**src/rtl/sram_1rw_port_ctrl.sv**
```systemverilog
// sram_1rw_port_ctrl: single-port (1RW) SRAM front-end controller.
// Merges a write and a read request channel onto the one macro port, one
// access per cycle, and returns read data through a small response FIFO.
// Optional feature macro: SRAM_CTRL_RR_EN (round-robin arbitration on
// write/read conflict). When undefined, write has fixed priority.
module sram_1rw_port_ctrl #(
  parameter int unsigned DATA_WIDTH = 150,
  parameter int unsigned ADDR_WIDTH = 9,
  parameter int unsigned RSP_DEPTH  = 2
) (
  input  logic                  clk,
  input  logic                  rst_n,
  input  logic                  wr_valid,
  output logic                  wr_ready,
  input  logic [ADDR_WIDTH-1:0] wr_addr,
  input  logic [DATA_WIDTH-1:0] wr_data,
  input  logic                  rd_valid,
  output logic                  rd_ready,
  input  logic [ADDR_WIDTH-1:0] rd_addr,
  output logic                  rsp_valid,
  input  logic                  rsp_ready,
  output logic [DATA_WIDTH-1:0] rsp_data,
  output logic                  sram_csb,
  output logic                  sram_web,
  output logic [ADDR_WIDTH-1:0] sram_addr,
  output logic [DATA_WIDTH-1:0] sram_din,
  input  logic [DATA_WIDTH-1:0] sram_dout
);

  localparam int unsigned PTR_W = $clog2(RSP_DEPTH);
  localparam int unsigned CNT_W = PTR_W + 1;
  localparam int unsigned OCC_W = CNT_W + 1;

  logic [DATA_WIDTH-1:0] fifo_mem [RSP_DEPTH];
  logic [PTR_W-1:0]      fifo_wr_ptr;
  logic [PTR_W-1:0]      fifo_rd_ptr;
  logic [CNT_W-1:0]      fifo_count;
  logic                  rd_inflight;
  logic [ADDR_WIDTH-1:0] addr_q;
  logic [DATA_WIDTH-1:0] din_q;
  logic                  rd_can;
  logic                  grant_wr;
  logic                  grant_rd;
  logic                  push;
  logic                  pop;

`ifdef SRAM_CTRL_RR_EN
  typedef enum logic {PREF_WR = 1'b0, PREF_RD = 1'b1} pref_e;
  pref_e rr_ptr;
`endif

  // Read admission: buffered plus in-flight reads must leave a free FIFO slot.
  assign rd_can = (OCC_W'(fifo_count) + OCC_W'(rd_inflight)) < OCC_W'(RSP_DEPTH);

  // One grant per cycle; nothing is granted while reset is asserted.
  always_comb begin
    grant_wr = 1'b0;
    grant_rd = 1'b0;
    if (rst_n) begin
`ifdef SRAM_CTRL_RR_EN
      if (wr_valid && rd_valid && rd_can) begin
        grant_wr = (rr_ptr == PREF_WR);
        grant_rd = (rr_ptr == PREF_RD);
      end else if (wr_valid) begin
        grant_wr = 1'b1;
      end else if (rd_valid && rd_can) begin
        grant_rd = 1'b1;
      end
`else
      if (wr_valid) begin
        grant_wr = 1'b1;
      end else if (rd_valid && rd_can) begin
        grant_rd = 1'b1;
      end
`endif
    end
  end

  assign wr_ready  = grant_wr;
  assign rd_ready  = grant_rd;

  // Macro pins follow the grant; address and data hold when idle.
  assign sram_csb  = ~(grant_wr | grant_rd);
  assign sram_web  = ~grant_wr;
  assign sram_addr = grant_wr ? wr_addr : (grant_rd ? rd_addr : addr_q);
  assign sram_din  = grant_wr ? wr_data : din_q;

  assign push      = rd_inflight;
  assign rsp_valid = (fifo_count != '0);
  assign pop       = rsp_valid & rsp_ready;
  assign rsp_data  = fifo_mem[fifo_rd_ptr];

  // Hold registers so idle cycles do not toggle the macro address/data pins.
  always_ff @(posedge clk or negedge rst_n) begin
    if (!rst_n) begin
      addr_q <= '0;
      din_q  <= '0;
    end else if (grant_wr) begin
      addr_q <= wr_addr;
      din_q  <= wr_data;
    end else if (grant_rd) begin
      addr_q <= rd_addr;
    end
  end

  // A read accepted this cycle has its macro output valid next cycle.
  always_ff @(posedge clk or negedge rst_n) begin
    if (!rst_n) begin
      rd_inflight <= 1'b0;
    end else begin
      rd_inflight <= grant_rd;
    end
  end

  // Response FIFO: dout is captured exactly once, one cycle after the read.
  always_ff @(posedge clk or negedge rst_n) begin
    if (!rst_n) begin
      for (int i = 0; i < int'(RSP_DEPTH); i++) begin
        fifo_mem[i] <= '0;
      end
      fifo_wr_ptr <= '0;
      fifo_rd_ptr <= '0;
      fifo_count  <= '0;
    end else begin
      if (push) begin
        fifo_mem[fifo_wr_ptr] <= sram_dout;
        fifo_wr_ptr           <= fifo_wr_ptr + PTR_W'(1);
      end
      if (pop) begin
        fifo_rd_ptr <= fifo_rd_ptr + PTR_W'(1);
      end
      case ({push, pop})
        2'b10:   fifo_count <= fifo_count + CNT_W'(1);
        2'b01:   fifo_count <= fifo_count - CNT_W'(1);
        default: fifo_count <= fifo_count;
      endcase
    end
  end

`ifdef SRAM_CTRL_RR_EN
  // Round-robin pointer: point at the other channel after each granted access,
  // except when write wins only because reads are blocked by admission.
  always_ff @(posedge clk or negedge rst_n) begin
    if (!rst_n) begin
      rr_ptr <= PREF_WR;
    end else if (grant_wr && !(rd_valid && !rd_can)) begin
      rr_ptr <= PREF_RD;
    end else if (grant_rd) begin
      rr_ptr <= PREF_WR;
    end
  end
`endif

endmodule

```
**config.mk**
```make
export PLATFORM = sky130hd
export DESIGN_NAME = sram_1rw_port_ctrl
export DESIGN_NICKNAME = d
export VERILOG_FILES = /design/src/rtl/sram_1rw_port_ctrl.sv
export SDC_FILE = /design/constraint.sdc
export NUM_CORES = 1
export LEC_CHECK = 0
export CAP_MARGIN = 5
export CORE_AREA = 2 2 246 248
export CTS_CLUSTER_DIAMETER = 40
export CTS_CLUSTER_SIZE = 28
export DETAILED_ROUTE_END_ITERATION = 8
export DIE_AREA = 0 0 248 250
export DONT_BUFFER_PORTS = 1
export PLACE_DENSITY = 0.53
export SLEW_MARGIN = 20
export SYNTH_ARGS = -nofsm -noshare
export SYNTH_HDL_FRONTEND = slang
export SYNTH_SLANG_ARGS = --single-unit
```
**constraint.sdc**
```tcl
create_clock -name clk -period 2 [get_ports clk]
set_input_delay 0.4 -clock clk [delete_from_list [all_inputs] [get_ports clk]]
set_output_delay 0.4 -clock clk [all_outputs]
set_load 0.02 [all_outputs]
```
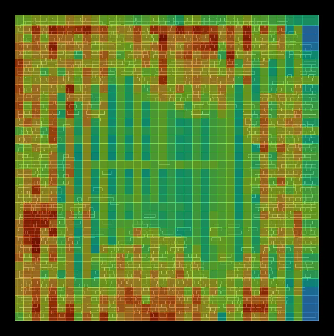
*Track usage over the die, run 1*
gr busiest metal: met2
post-DR wirelength/cell: 25.0 um
gr usage total: 0.175
final core utilization: 0.444
met2 usage: 0.312

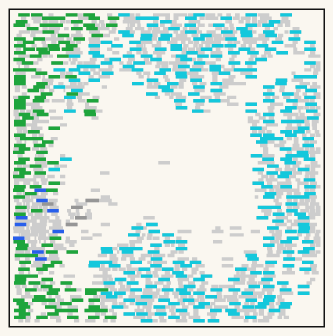
*Where the registers sit, run 1*
Other sequential cells in the stronger grey, the rest of the logic in the fainter grey.
- cyan: fifo_mem (flops 300)
- blue: addr_q (flops 9)
- green: din_q (flops 150; where a column on the left)
- not coloured: 5

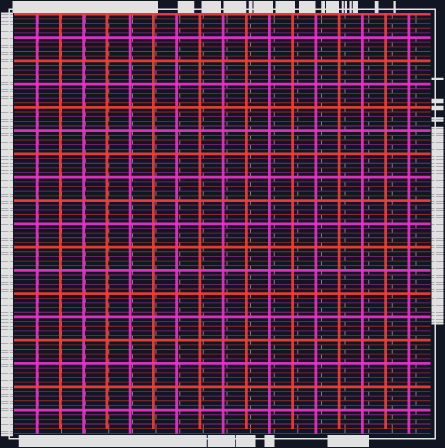
*PDN straps and rails, run 1*
Pins as bars on the die edge. Tap cells in grey.
- red: VDD
- magenta: VSS
- met1 rails: 91
- rows: 90
- tap cells: 782
- met4 straps: 17
Die Span Y: 250 um
CORE AREA: 59600 um2

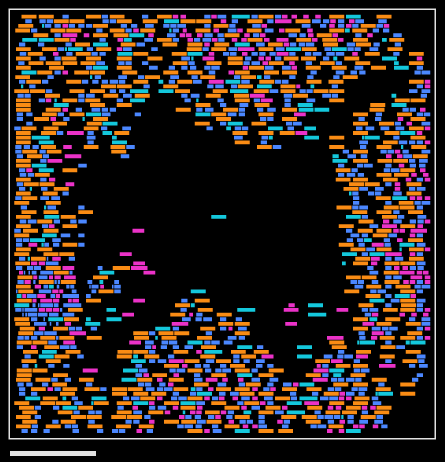
*Cell classes on the final placement, run 1*
Scale bar: 50 um.
- magenta: other buffers and delay cells (cells 247; share of their area 12%)
- blue: combinational and other logic (cells 658; share of their area 31%)
- cyan: clock drivers and dummy loads (cells 144; share of their area 11%)
- orange: flops (cells 464; share of their area 46%)
Seq area share: 0.439
FP Rows: 90
post-route cell area: 26500 um2

## run 1: cell usage after synthesis
library cell | n | area, um2
a21oi_1 | 9 | 45.0
a31oi_1 | 9 | 56.3
and2_1 | 2 | 12.5
buf_2 | 53 | 265
buf_4 | 11 | 82.6
clkbuf_1 | 6 | 22.5
dfrtp_1 | 464 | 11600
ha_1 | 1 | 12.5
inv_2 | 2 | 7.51
mux2_1 | 121 | 1360
mux2_2 | 479 | 5390
nand2_1 | 3 | 11.3
nand4bb_1 | 1 | 11.3
nor2_1 | 12 | 45.0
nor2_2 | 1 | 6.26
nor4bb_1 | 1 | 10.0
o21ai_0 | 8 | 40.0
o21ai_1 | 1 | 5.00
or2_2 | 1 | 6.26
xnor2_1 | 2 | 17.5
xor2_1 | 3 | 26.3
## run 1: power by group
group | internal [uW] | switching [uW] | total (uW)
sequential | 13000 | 1700 | 14700
combinational | 8270 | 8570 | 16800
clock | 8740 | 4880 | 13600
total | 30000 | 15100 | 45100
## run 1: flip-flops by register name, indices dropped and copies added (netlist names)
| name | cells |
|---|---|
| addr_q | 9 |
| fifo_count | 2 |
| fifo_mem | 300 |
| din_q | 150 |
| fifo_rd_ptr | 1 |
| fifo_wr_ptr | 1 |
| push | 1 |
## run 1: cell families (layout without fill, tap and decap cells)
logic type,Yosys count,in the layout,synth area share
fa+ha+maj,1,1,0.000657
flops,464,464,0.609
mux,600,600,0.355
compound gates,27,27,0.00768
other cells,0,13,0
simple gates,21,21,0.00539
xor+xnor,5,5,0.00230
buf+inv,72,395,0.0198
## run 1: per-layer routing
metal  part of all wire  wire length, um  vias to the layer above  GRT usage
li1                   -                -                     4835          -
met1               0.36            21000                     5869      0.186
met2               0.53            30400                      470      0.312
met3              0.073             4230                      115     0.0527
met4              0.037             2120                        0     0.0826
met5                  0                0                        -          0
## run 1: layout make-up
class	count	area, um2
timing repair buffer	247	3130
multi-input combinational	654	7940
tap	782	978
sequential	464	11600
antenna	13	32.5
clock inverter	47	573
inverter	2	33.8
timing repair inverter	2	27.5
clock buffer	97	2140
fill	5159	33100
## run 1: worst max-delay path: cells and delay by family
| kind | cells | cell delay, ns |
|---|---|---|
| AOI/OAI and AO/OA | 1 | 0.14 |
| and+or+nand+nor | 2 | 0.89 |
| buffers and inverters | 3 | 0.58 |
## run 1: through the flow
| stage | cell area (um2) | instances | hold slack, ns | utilization |
|---|---|---|---|---|
| final | 26500 | 2308 | -0.507 | 0.444 |
| after global routing | 26500 | 2304 | -0.545 | 0.444 |
| after CTS | 25500 | 2267 | -0.545 | 0.428 |
| after detailed placement | 20300 | 1950 | 0.118 | 0.341 |
| after global placement | 20300 | 1950 | 0.119 | 0.341 |
| after floorplan | 19100 | 1190 | 0.104 | - |
## run 1: what timing repair did
item,in CTS,in global routing
pin swaps,13,11
buffers inserted,15,11
endpoints found under the setup margin,257,311
resized,144,138
endpoints found under the hold margin,764,470
gates cloned,8,18
hold buffers,150,6
==> metrics.yaml, run 1 <==
worst_setup_path:
  reg2reg_to: "fifo_mem[181]$_DFFE_PN0P_"
  path_max_fanout: 467
  reg2reg_slack_ns: 0.28
  required_ns: 1.60
  endpoint: "sram_addr[7]"
  path_cells: "nand2_8 > buf_4 > buf_4 > nor2_1 > a21oi_2 > buf_6"
  critPathKind: "in2out"
  crit_path_start_kind: "primary input"
  end_kind: "primary output"
  r2r_cells: 6
  max_stage_delay_ns: 0.82
  worstReg2RegStart: "push$_DFF_PN0_"
  crit_arrival_ns: 3.14
  cpMostUsedCell: "buf_4"
  startpoint: "rst_n"
  worst_path_max_delay_cell: "nand2_8"
finish:
  finalNetCount: 1773
  drive_gt1_frac: 0.486
  area_growth_pct: 39.0
  mostFrequentLayoutCells: "dfrtp_1, mux2_2, mux2_4, dlygate4sd3_1, mux2_1"
  lay_top_count: "dfrtp_1"
min_path:
  min_path_type: "in2async"
synth:
  synth.cell_area_um2: 19100
  ys_types: 21
  synth_flops: 464
  synth_seq_share: 0.609
  synth_stat.cells: 1190
  yosysChipArea_um2: 19100
  syn_inst: 1190
  ys.warnings.count: 0
  synthesis.nets: 1514
final_timing:
  fin_setup_tns_ns: -377.60
  final.setup_skew_ns: 0.0336
  max_freq_mhz: 282
  finalHoldViolCount: 356
  max-slew-margin-rel: -0.540
  setup_viol: 473
  fin_ws_ns: -1.54
  rsz0062_at_grt: "true"
  whs_ns: -0.507
  maxSlewViolCount: 257
  period_minus_slack_ns: 3.54
  worst_pin_slew_ns: 2.31
  min_period_over_period: 1.77
placed_design:
  dp_hpwl_um: 38300
  gp_congestion: 0.816
  pre_cts_slack_ns: -0.0892
  io_buffers: 0
floorplanning:
  io_pins: 637
  fp_util: 0.320
  die_area_um2: 62000
  die_w_um: 248
routing:
  via_count: 11300
  dr.pass1.iters: 4
  drc: 0
  vias_per_cell: 4.89
  antenna_left: 0
  drt_iter0_markers: 506
  routed_wl_um: 57800
run:
  warnings: 34
  maxCapViolCount: 0
outcome:
  violations: "hold timing, slew limit, setup timing"
  status: "finished with violations"
clock_network:
  clk_path_buf_depth: 3
  clkSinkCount: 464
  cts.root.buffer_cell: "clkbuf_16"
  htree_levels: 3
  clkTransAtPathRegs_ns: 0.05
  cts_tree: "yes"
  insertion_delay_ns: 0.60
  numCtsBuffers: 78
pwr:
  power_density_nw_per_um2: 1710
  total_power_uw: 45100
  ir_worst_vdd_mv: 0.911
grt:
  antenna_found_initial: 18
  first_global_vias: 12700
  grt_pass1_wl_um: 80900
  grt_max_degree: 468
==> run 2: changes to the inputs <==
==> constraint.sdc (replaced) <==
create_clock -name clk -period 4.11 [get_ports clk]
set_input_delay 0.822 -clock clk [delete_from_list [all_inputs] [get_ports clk]]
set_output_delay 0.822 -clock clk [all_outputs]
set_load 0.02 [all_outputs]
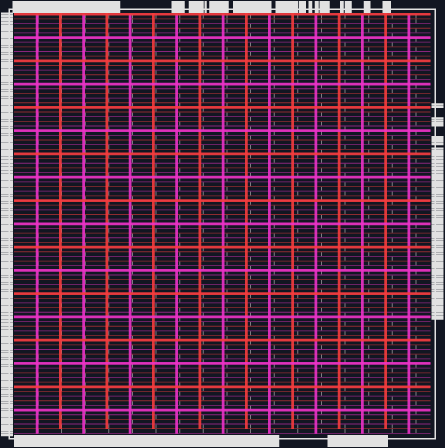
*PDN straps and rails, run 2*
Pins as bars on the die edge. Tap cells in grey.
die width: 248 um
VDD IR max: 0.376 mV

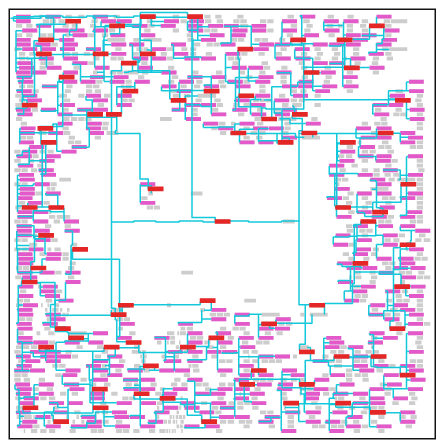
*Clock distribution, run 2*
- magenta: flip-flops (count 464)
- red: clock drivers (count 79)
- cyan: clock wires (length 6670 um)
- flops lie: spread over the die
clock share of power: 0.340
clk_lat worst skew: 0.62 ns

==> metrics.yaml, run 2 <==
outcome:
  status: "finished with violations"
  violations: "hold timing, slew limit, setup timing"
clock_network:
  cts_resized: 0  # -100%
  htree_levels: 3  # unchanged
  clkTransAtPathRegs_ns: 0.05  # about the same
  cts_tree: "yes"
  cts_setup_buffers: 0  # -15
  clk_path_buf_depth: 3  # unchanged
  cts.root.buffer_cell: "clkbuf_16"
  clkSinkCount: 464  # unchanged
final_timing:
  finalHoldViolCount: 23  # -94%
  period_minus_slack_ns: 4.21
  worst_pin_slew_ns: 1.80  # -0.509 ns
  max_freq_mhz: 238
  rsz0062_at_grt: "false"
  min_period_over_period: 1.02
  max-slew-margin-rel: -0.201  # +0.340
  fin_ws_ns: -0.0951  # +1.45 ns
  setup_viol: 12  # -97%
  maxSlewViolCount: 153  # -40%
  whs_ns: -0.0354  # +0.472 ns
  final.setup_skew_ns: 0.0417  # +0.00807 ns
routing:
  vias_per_cell: 4.94  # +0.93%
  dr.pass1.iters: 4  # unchanged
  drc: 0  # unchanged
  antenna_left: 0  # unchanged
  drt_iter0_markers: 405  # -20%
  routed_wl_um: 51600  # -11%
worst_setup_path:
  max_stage_delay_ns: 1.10  # +0.28 ns
  worstReg2RegStart: "push$_DFF_PN0_"
  path_max_fanout: 363  # -22%
  end_kind: "primary output"
  crit_arrival_ns: 3.38  # +0.24 ns
  path_cells: "nand4bb_1 > o21ai_0 > a21oi_1"
  critPathKind: "in2out"
finish:
  n_fill_cell: 5537  # +7.3%
  top_register: "fifo_mem"
  area_growth_pct: 19.5
  mostFrequentLayoutCells: "mux2_2, dfrtp_1, mux2_1, clkbuf_16, nor2_1"
  lay_top_count: "mux2_2"
  top_regs: "fifo_mem x300, din_q x150, addr_q x9"
  post-route-util: 0.382  # -0.0624
  finalNetCount: 1543  # -13%
  largest_register_ffs: 300  # unchanged
synth:
  synth.most_common_cell: "mux2_2"
  yosysChipArea_um2: 19100  # unchanged
  async_reset_ff_frac: 1.00  # unchanged
  synthTopCellsByArea: "dfrtp_1, mux2_2, mux2_1"
  syn_inst: 1190  # unchanged
  ys.warnings.count: 0  # unchanged
  synth.cell_area_um2: 19100  # unchanged
  ys_types: 21  # unchanged
  synthFlopType: "dfrtp_1"
floorplanning:
  coreArea_um2: 59600  # unchanged
  io_pins: 637  # unchanged
  fp_util: 0.320  # unchanged
  rows: 90  # unchanged
placed_design:
  gp_congestion: 0.831  # +1.7%
  dp_hpwl_um: 36000  # -5.9%
  place_area_um2: 19900  # -2.0%
grt:
  track_usage: 0.162  # -0.0126
  antenna_found_initial: 17  # -1
  grt_max_degree: 468  # unchanged
min_path:
  min_path_type: "in2async"
run:
  warnings: 33  # -2.9%
  maxCapViolCount: 0  # unchanged
pwr:
  total_power_uw: 19900  # -56%
==> run 2: cell types whose count changed in the layout (fill, tap and decap cells not counted), moves of 7 or more <==
cell / previous run / this run
mux2_2: 312 / 479
buf_6: 20 / 0
buf_16: 11 / 1
a21oi_1: 0 / 9
clkbuf_16: 93 / 80
a31oi_4: 7 / 0
dlygate4sd3_1: 156 / 0
buf_12: 27 / 6
o21ai_0: 1 / 8
a31oi_1: 1 / 9
mux2_4: 167 / 0
==> run 2: worst paths after layout <==
kind / to / slack (ns) / cells past startpoint
min: fifo_mem[79]$_DFFE_PN0P_ / -0.04 / 0
min reg2reg: fifo_mem[254]$_DFFE_PN0P_ / 0.48 / 1
min in group clk: fifo_mem[298]$_DFFE_PN0P_ / 0.34 / 1
max reg2reg: fifo_mem[193]$_DFFE_PN0P_ / 1.86 / 4
max: sram_addr[5] / -0.1 / 3
max in group asynchronous: fifo_mem[125]$_DFFE_PN0P_ / 2.74 / 0
==> run 2: layout make-up <==
type / count / area, um2 / area share
Inverter: 2 / 12.5 / 0.000550
Clock inverter: 51 / 677 / 0.0297
Antenna cell: 14 / 35.0 / 0.00154
Sequential cell: 464 / 11600 / 0.510
Clock buffer: 93 / 2130 / 0.0936
Tap cell: 782 / 978 / 0.0430
Multi-Input combinational cell: 654 / 7080 / 0.311
Timing Repair Buffer: 18 / 230 / 0.0101
==> run 2: kinds of logic (layout without fill, tap and decap cells) <==
| kind of cell | Yosys count | after routing | share of synthesized area |
|---|---|---|---|
| simple gates | 21 | 21 | 0.00539 |
| mux | 600 | 600 | 0.355 |
| buf+inv | 72 | 164 | 0.0198 |
| flops | 464 | 464 | 0.609 |
| xor+xnor | 5 | 5 | 0.00230 |
| compound gates | 27 | 27 | 0.00768 |
| other cells | 0 | 14 | 0 |
| fa+ha+maj | 1 | 1 | 0.000657 |
==> run 2: worst max-delay path: cells and delay by family <==
family	cells	cell delay, ns
AND-OR/OR-AND	2	0.74
AND/OR/NAND/NOR	1	1.10
==> run 2: metal layers <==
metal  track usage  part of all wire  up-vias  wire length [um]
li1              -                 -     4353                 -
met1         0.177              0.36     5368             18500
met2         0.279              0.52      443             26700
met3        0.0633             0.094       95              4850
met4        0.0664             0.028        0              1470
met5             0                 0        -                 0
==> run 2: power breakdown <==
group | total [uW] | leakage [uW] | switching [uW] | internal [uW]
logic | 6030 | 0.00271 | 3600 | 2430
clock network | 6790 | 0.00135 | 2430 | 4350
registers | 7130 | 0.00549 | 815 | 6320
total | 19900 | 0.00955 | 6840 | 13100
==> run 2: stage by stage <==
step	worst slack, ns	TNS [ns]	std cells	hold slack (ns)
final	-0.0951	-0.613	2078	-0.0354
after global routing	0.543	0	2069	-0.0972
after CTS	0.684	0	2063	-0.131
after detailed placement	0.703	0	1919	0.471
after floorplan	1.26	0	1190	0.454
after global placement	0.786	0	1919	0.463
Power and IR drop assume default switching activity.
